### src/rtl/weight_sink_pkg.sv
// weight_sink_pkg
//   Shared definitions for the weight stream sink: the load-state encoding
//   and a pointer-width helper that stays legal for a one-word tensor.
package weight_sink_pkg;

    typedef enum logic [1:0] {
        IDLE = 2'd0,
        FILL = 2'd1,
        FULL = 2'd2
    } sink_state_t;

    // Width of a word pointer into a RAM of 'depth' words (never zero).
    function automatic int unsigned ptr_width(input int unsigned depth);
        return (depth > 1) ? $clog2(depth) : 1;
    endfunction

endpackage

### src/rtl/weight_sink_ram.sv
// weight_sink_ram
//   Simple dual-port weight store: DEPTH words of WIDTH bits.
//   Ports:
//     clk, rst      - clock; asynchronous active-low reset (read stages only)
//     we/waddr/wdata- synchronous write port
//     address0, ce0 - ROM-style read request; ce0 gates both read stages
//     q0            - read data, two enabled edges after address0 is sampled
//   Memory contents are never reset. A read and a write to the same word in
//   one cycle return the old word.
module weight_sink_ram
    import weight_sink_pkg::*;
#(
    parameter int unsigned DEPTH      = 32,
    parameter int unsigned WIDTH      = 16,
    parameter int unsigned ADDR_WIDTH = 6,
    parameter int unsigned PTR_W      = ptr_width(DEPTH)
) (
    input  logic                  clk,
    input  logic                  rst,
    input  logic                  we,
    input  logic [PTR_W-1:0]      waddr,
    input  logic [WIDTH-1:0]      wdata,
    input  logic [ADDR_WIDTH-1:0] address0,
    input  logic                  ce0,
    output logic [WIDTH-1:0]      q0
);

    logic [WIDTH-1:0] mem [DEPTH];
    logic [WIDTH-1:0] rd_stage1;
    logic [WIDTH-1:0] rd_word;
    logic [PTR_W-1:0] rd_idx;
    logic             in_range;

    always_ff @(posedge clk) begin
        if (we) begin
            mem[waddr] <= wdata;
        end
    end

    // Out-of-range addresses read as zero; the value is don't-care to the
    // consumer, this just keeps the array access bounded.
    always_comb begin
        in_range = (32'(address0) < DEPTH);
        rd_idx   = address0[PTR_W-1:0];
        rd_word  = in_range ? mem[rd_idx] : '0;
    end

    always_ff @(posedge clk or negedge rst) begin
        if (!rst) begin
            rd_stage1 <= '0;
            q0        <= '0;
        end else if (ce0) begin
            rd_stage1 <= rd_word;
            q0        <= rd_stage1;
        end
    end

endmodule

### src/rtl/weight_stream_sink.sv
// weight_stream_sink
//   Receives a weight tensor as valid/ready beats, stores one beat per RAM
//   word and, once complete, serves it through a 2-cycle ROM-style port.
//   Ports:
//     clk            - rising-edge clock
//     rst            - asynchronous active-low reset
//     data_in        - beat, element j at bits [P*j+P-1 : P*j]
//     data_in_valid  - beat valid
//     data_in_ready  - high only while filling (state-only)
//     start          - pulse: begin or restart a load (wins over clear)
//     clear          - pulse: drop the loaded tensor
//     full           - complete tensor held
//     address0/ce0/q0- read port, q0 two enabled edges after address0
module weight_stream_sink
    import weight_sink_pkg::*;
#(
    parameter int unsigned WEIGHT_TENSOR_SIZE_DIM_0 = 32,
    parameter int unsigned WEIGHT_TENSOR_SIZE_DIM_1 = 1,
    parameter int unsigned WEIGHT_PRECISION_0       = 16,
    parameter int unsigned WEIGHT_PRECISION_1       = 3,
    parameter int unsigned WEIGHT_PARALLELISM_DIM_0 = 1,
    parameter int unsigned WEIGHT_PARALLELISM_DIM_1 = 1,
    parameter int unsigned IN_DEPTH =
        (WEIGHT_TENSOR_SIZE_DIM_0 * WEIGHT_TENSOR_SIZE_DIM_1) /
        (WEIGHT_PARALLELISM_DIM_0 * WEIGHT_PARALLELISM_DIM_1),
    parameter int unsigned ADDR_WIDTH = $clog2(IN_DEPTH) + 1
) (
    input  logic clk,
    input  logic rst,
    input  logic [WEIGHT_PRECISION_0*WEIGHT_PARALLELISM_DIM_0*WEIGHT_PARALLELISM_DIM_1-1:0] data_in,
    input  logic data_in_valid,
    output logic data_in_ready,
    input  logic start,
    input  logic clear,
    output logic full,
    input  logic [ADDR_WIDTH-1:0] address0,
    input  logic ce0,
    output logic [WEIGHT_PRECISION_0*WEIGHT_PARALLELISM_DIM_0*WEIGHT_PARALLELISM_DIM_1-1:0] q0
);

    localparam int unsigned PAR    = WEIGHT_PARALLELISM_DIM_0 * WEIGHT_PARALLELISM_DIM_1;
    localparam int unsigned WORD_W = WEIGHT_PRECISION_0 * PAR;
    localparam int unsigned PTR_W  = ptr_width(IN_DEPTH);
    localparam logic [PTR_W-1:0] LAST_PTR = PTR_W'(IN_DEPTH - 1);

    // The fraction width is metadata for the consumer only; a format whose
    // fraction exceeds its width shows up as this block in the hierarchy.
    if (WEIGHT_PRECISION_1 > WEIGHT_PRECISION_0) begin : g_frac_exceeds_width
    end

    sink_state_t      state, state_n;
    logic [PTR_W-1:0] wr_ptr, wr_ptr_n;
    logic             wr_en;
    logic [WORD_W-1:0] packed_beat;

    // Element j already sits at bits [P*j+P-1 : P*j], which is the word layout.
    assign packed_beat = data_in;

    always_ff @(posedge clk or negedge rst) begin
        if (!rst) begin
            state  <= IDLE;
            wr_ptr <= '0;
        end else begin
            state  <= state_n;
            wr_ptr <= wr_ptr_n;
        end
    end

    // start is checked first in every state so it wins over clear and also
    // suppresses the write of a beat handshaked in the same cycle.
    always_comb begin
        state_n       = state;
        wr_ptr_n      = wr_ptr;
        wr_en         = 1'b0;
        data_in_ready = 1'b0;
        full          = 1'b0;
        unique case (state)
            IDLE: begin
                if (start) begin
                    state_n  = FILL;
                    wr_ptr_n = '0;
                end
            end
            FILL: begin
                data_in_ready = 1'b1;
                if (start) begin
                    wr_ptr_n = '0;
                end else if (clear) begin
                    state_n  = IDLE;
                    wr_ptr_n = '0;
                end else if (data_in_valid) begin
                    wr_en = 1'b1;
                    if (wr_ptr == LAST_PTR) begin
                        state_n  = FULL;
                        wr_ptr_n = '0;
                    end else begin
                        wr_ptr_n = wr_ptr + 1'b1;
                    end
                end
            end
            FULL: begin
                full = 1'b1;
                if (start) begin
                    state_n  = FILL;
                    wr_ptr_n = '0;
                end else if (clear) begin
                    state_n = IDLE;
                end
            end
            default: begin
                state_n  = IDLE;
                wr_ptr_n = '0;
            end
        endcase
    end

    weight_sink_ram #(
        .DEPTH      (IN_DEPTH),
        .WIDTH      (WORD_W),
        .ADDR_WIDTH (ADDR_WIDTH),
        .PTR_W      (PTR_W)
    ) u_ram (
        .clk      (clk),
        .rst      (rst),
        .we       (wr_en),
        .waddr    (wr_ptr),
        .wdata    (packed_beat),
        .address0 (address0),
        .ce0      (ce0),
        .q0       (q0)
    );

endmodule

### config.mk
export PLATFORM = sky130hd
export DESIGN_NAME = weight_stream_sink
export DESIGN_NICKNAME = d
export VERILOG_FILES = /design/src/rtl/weight_sink_pkg.sv /design/src/rtl/weight_sink_ram.sv /design/src/rtl/weight_stream_sink.sv
export SDC_FILE = /design/constraint.sdc
export NUM_CORES = 1
export LEC_CHECK = 0
export CAP_MARGIN = 10
export CORE_AREA = 2 2 190 192
export DETAILED_ROUTE_END_ITERATION = 8
export DIE_AREA = 0 0 192 194
export PLACE_DENSITY = 0.84
export SYNTH_ARGS = -nofsm -noshare
export SYNTH_HDL_FRONTEND = slang
export SYNTH_SLANG_ARGS = --single-unit
### constraint.sdc
create_clock -name clk -period 3.2 [get_ports clk]
set_input_delay 0.64 -clock clk [delete_from_list [all_inputs] [get_ports clk]]
set_output_delay 0.64 -clock clk [all_outputs]
set_load 0.01 [all_outputs]
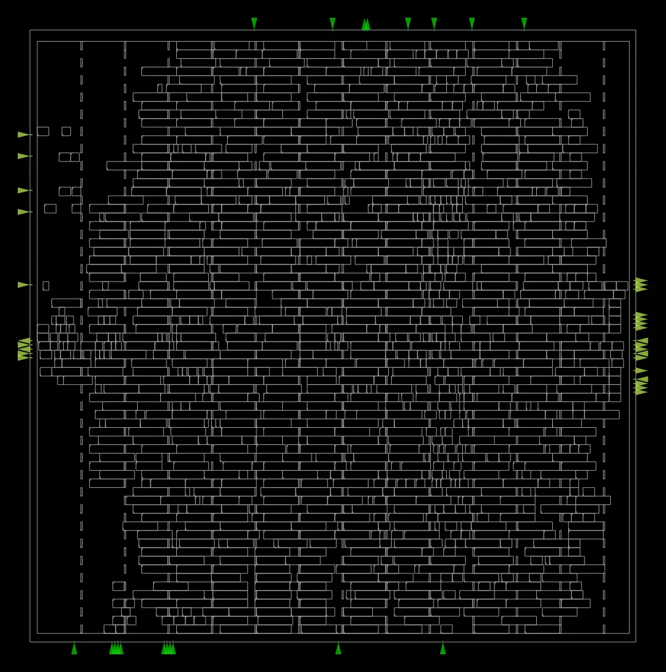
placed.png
fin util: 0.6965
inserted tap cell count: 461
fraction of area in registers: 0.6664
# fillers: 2065
FF+latch count: 551

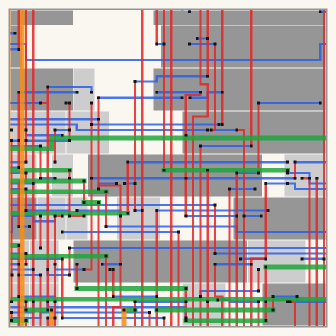
closeup.png
Window x 134 to 154, y 136 to 156 microns. Cells in gray, sequential cells in the stronger gray; small squares are vias.
Key: M2 = red; M3 = green; M1 = blue; M4 = orange
20 logic cells have their middle in the window. Netlist names of flops here include `u_ram.mem` (6). Sequential cells in the window: 6. Most frequent: edfxtp_1 (6), nand3_1 (3).

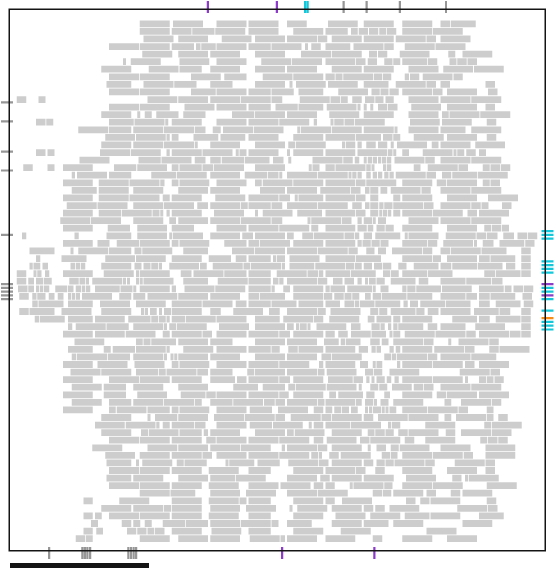
pinout.png
Scale bar: 50 microns. Pins as bars across the die edge, other pins in gray.
Key: `address0` = purple [pins 6, direction input, edge 2 top, 2 bottom, 2 right]; `ce0` = orange [pins 1, direction input, edge right]; `q0` = cyan [pins 16, direction output, edge 14 right, 2 top]
All pins by edge: 17 right, 11 bottom, 10 left, 8 top.
Die Height: 194 microns
die width: 192 microns
Port Buf Inserts: 45

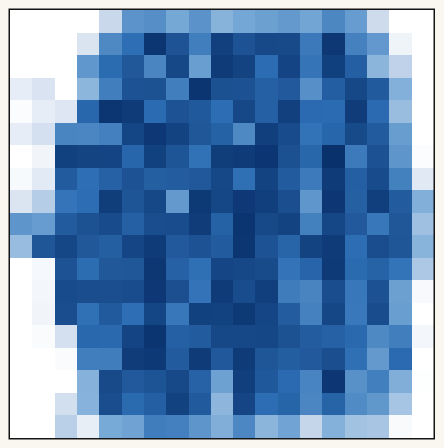
util_map.png
19 x 19 tiles, from white (low) to dark blue (high), 0 to 100% covered.
55% of the tiles are over 75% full. The fullest tile reaches 99%. 11% of the tiles are nearly empty.
pre-placement core utilization: 0.6117
area of the core: 35220 sq um

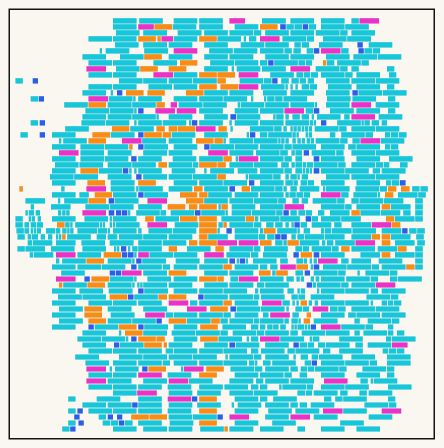
sizing.png
Key: x3 and x4 = blue [cells 83, share 6.6%, most used buf_4]; x1 and smaller = cyan [cells 987, share 78%, most used edfxtp_1]; x6 and larger = magenta [cells 65, share 5.2%, most used clkbuf_16]; x2 = orange [cells 126, share 10%, most used mux4_2]
area of all placed cells without fillers: 24530 sq um
PnR worst setup slack: 0.7317 ns
Buffers excl. clock: 129

==> Table 3: Implementation characteristics <==
Table: implementation figures

Parameter                              Value

Outcome
  Status    complete, no violations

Yosys
  Async set-or-reset flop fraction in the synthesized netlist    0.07078
  Dominant Register Cell    sky130_fd_sc_hd__edfxtp_1
  Mux area share    0.1510
  Count of flip-flops with a built-in enable after synthesis    512
  Logic family by area    multiplexers
  Adder-cell area share of the yosys netlist    0.002904
  Yosys xor share    0
  Share of Yosys cell area claimed by the top area cell type    0.7136
  Area leader, netlist    sky130_fd_sc_hd__edfxtp_1
  Avg Inst Size Synth    19.53 sq um
  Post-Synthesis Net Count    between 1k and 1.5k
  AND/OR/NAND/NOR Cells, Area Fraction    0.02509
  Count of instantiated cells in the yosys netlist    1103
  Yosys synthesis warning count    0
  Top cells by count, synth    sky130_fd_sc_hd__edfxtp_1, sky130_fd_sc_hd__mux2i_1, sky130_fd_sc_hd__mux4_2
  Synthesized chip area reported by yosys    21550 sq um
  Unique cell types    40
  Synth flops    approximately 550
  Most numerous cell in the Yosys netlist    sky130_fd_sc_hd__edfxtp_1
  Synthesized-area fraction occupied by ao, oa, aoi and oai cells    0.04506
  Cells after synthesis    roughly 1.1k
  Register share after synthesis    0.7589
  Post-synthesis cell area    21550 sq um
  Top cells by area    sky130_fd_sc_hd__edfxtp_1, sky130_fd_sc_hd__mux4_2, sky130_fd_sc_hd__mux2i_1, sky130_fd_sc_hd__dfrtp_1, sky130_fd_sc_hd__mux2_2

Layout
  Inverters    4
  Most common cell after layout, fill and taps aside    sky130_fd_sc_hd__edfxtp_1
  Clock-cell share of area    0.06609
  Combinational gates    between 400 and 500
  Max-area cell class    registers
  Layout buffering overhead excluding clock cells    0.04620
  Gate Area    4835 sq um
  Register cell area after layout    roughly 16000 sq um
  Fraction of layout cells with a size suffix above 1    0.2173
  Final-stage net count    around 1.3k
  Proportion of cell area occupied by multi-input gates    0.1971
  Area added between synthesis and finish    13.87%
  Count of clock buffers in the final design    ~61
  Antenna diode count    1
  Most frequent logic cells in the routed design    sky130_fd_sc_hd__edfxtp_1, sky130_fd_sc_hd__mux2i_1, sky130_fd_sc_hd__buf_4

Worst setup path
  Ordered list of cells on the worst path    nor2b_1 -> clkdlybuf4s50_1
  FF-to-FF End    u_ram.mem[8][0]$_DFFE_PP_
  Slowest cell delay on critical path    0.57 ns
  Maximum net fanout on the critical path    8
  Family with the most delay on the worst path    buffers and inverters
  Worst R2R Start    state[1]$_DFFE_PN0P_
  Critical path origin    state[1]$_DFFE_PN0P_
  Data required, critical path    2.56 ns
  Number of cells on the critical path    2
  Reg2reg setup slack    0.87 ns
  Master of the slowest instance on the critical path    sky130_fd_sc_hd__clkdlybuf4s50_1
  Crit Path Category    flip-flop to primary output
  Sort of element at the end of the critical path    primary output
  Arrival time at the worst endpoint    between 1.5 and 2 ns
  Type of origin of the critical path    flip-flop
  Worst Reg-to-Reg Cells    6
  Count of buffering cells on the critical path with inverters included    1
  Critical Path Sink    full

Global route
  GRT busiest layer    met2
  First-pass GRT wire length    around 76000 microns
  Final global-route overflow total    0
  Total track usage    0.2900
  Largest net degree at the start of global routing    ~40
  Fraction of met1 tracks used by global routing    0.4153
  Via count of the first global-routing pass    11.26k
  Antenna violations before repair    2
  Met3 layer usage reported by global route    0.06534
  Global-route met2 utilization    0.4431

Flow run
  Warning total across the stage logs    29
  Maximum Capacitance Violations    0

Timing
  Worst slew pin tran    0.9832 ns
  Max Clk Rate    405.1 MHz
  Final number of hold-violating endpoints    0
  Unrepaired setup endpoints after global routing    false
  Sum Neg Setup Slack    0 ns
  Tightest slew margin relative to the limit    0.3445
  Worst Skew    0.02659 ns
  Post-layout period usage of the worst path    0.7714
  Final-report setup violation count    0
  Final number of max-transition violations    0
  Final critical delay including setup and external delays    2.468 ns

Floorplan
  Boundary pin count    between 40 and 50
  Full die area    about 37000 sq um
  Placement row count    69

Detailed routing
  Met2 routed wirelength    24860 microns
  Post-route met1 wirelength    19290 microns
  DRC violations left    0
  Routed wire length on met3    6351 microns
  Post-DR vias/cell    6.752
  Vias    11.63k
  Remaining number of nets flagged by the antenna check after routing    0
  First-iteration detailed-routing DRC count    1821
  Top routing layer in use    met4
  Total wirelength of the detailed-routed design    ~53000 microns
  First-pass DRT Iterations    6
  Average detailed-routed wire length per instance    approximately 30 microns

Pwr
  Total power divided by cell area    602.3 nW/um^2
  Worst vdd rail ir drop    370.4 uV
  Total chip power    ~15000 uW
  Cell leakage power    ~0.0084 uW

Clock network
  Clock Pin Slew Worst Setup and Hold Paths    about 0.06 ns
  Clock network latency to the later pin of the worst-skew pair    around 0.58 ns
  Clock tree from TritonCTS    built
  Number of buffers inserted by hold repair at cts    0
  Number of setup buffers added after CTS    0
  Post-cts repair resize count    0
  Sink Count    551
  Number of buffers added by the clock tree synthesis step    ~49
  CTS root buf    sky130_fd_sc_hd__clkbuf_16
  Max Buffers Root-to-Sink    3
  H-tree depth reported by CTS    2

Min path
  Hold WC Path Type    input port to async pin

Placed design
  Final weighted congestion of routability-driven global placement    0.9452
  DP Worst Slack    0.2242 ns
  Total half-perimeter wirelength after legalization and detailed placement    30740 microns
  Area post-placement    between 20000 and 25000 sq um
worst register-to-register path: cells and delay by family (launching register included):
kind	cells	cell delay [ns]
and+or+nand+nor	4	1.07
buffers and inverters	2	0.49
DFF	1	0.46
per-stage QoR:
step           instances  utilization  hold slack, ns
3_5_place_dp        1631       0.6504          0.4755
6_report            1723       0.6965          0.2246
3_3_place_gp        1631       0.6504          0.4754
4_1_cts             1722       0.6965          0.2261
2_1_floorplan       1103            -          0.3444
5_1_grt             1723       0.6965          0.2917
where the power goes:
part	switching, uW	total [uW]	internal (uW)
Clock	2510	5930	3420
Sequential	48.0	7970	7930
Combinational	522	873	351
Total	3080	14800	11700
registers in the layout, summed over array words and instances (netlist names):
signal and count:
state 2, u_ram.q0 16, wr_ptr 5, u_ram.rd_stage1 16
u_ram.mem 512
Power and IR drop assume default switching activity.
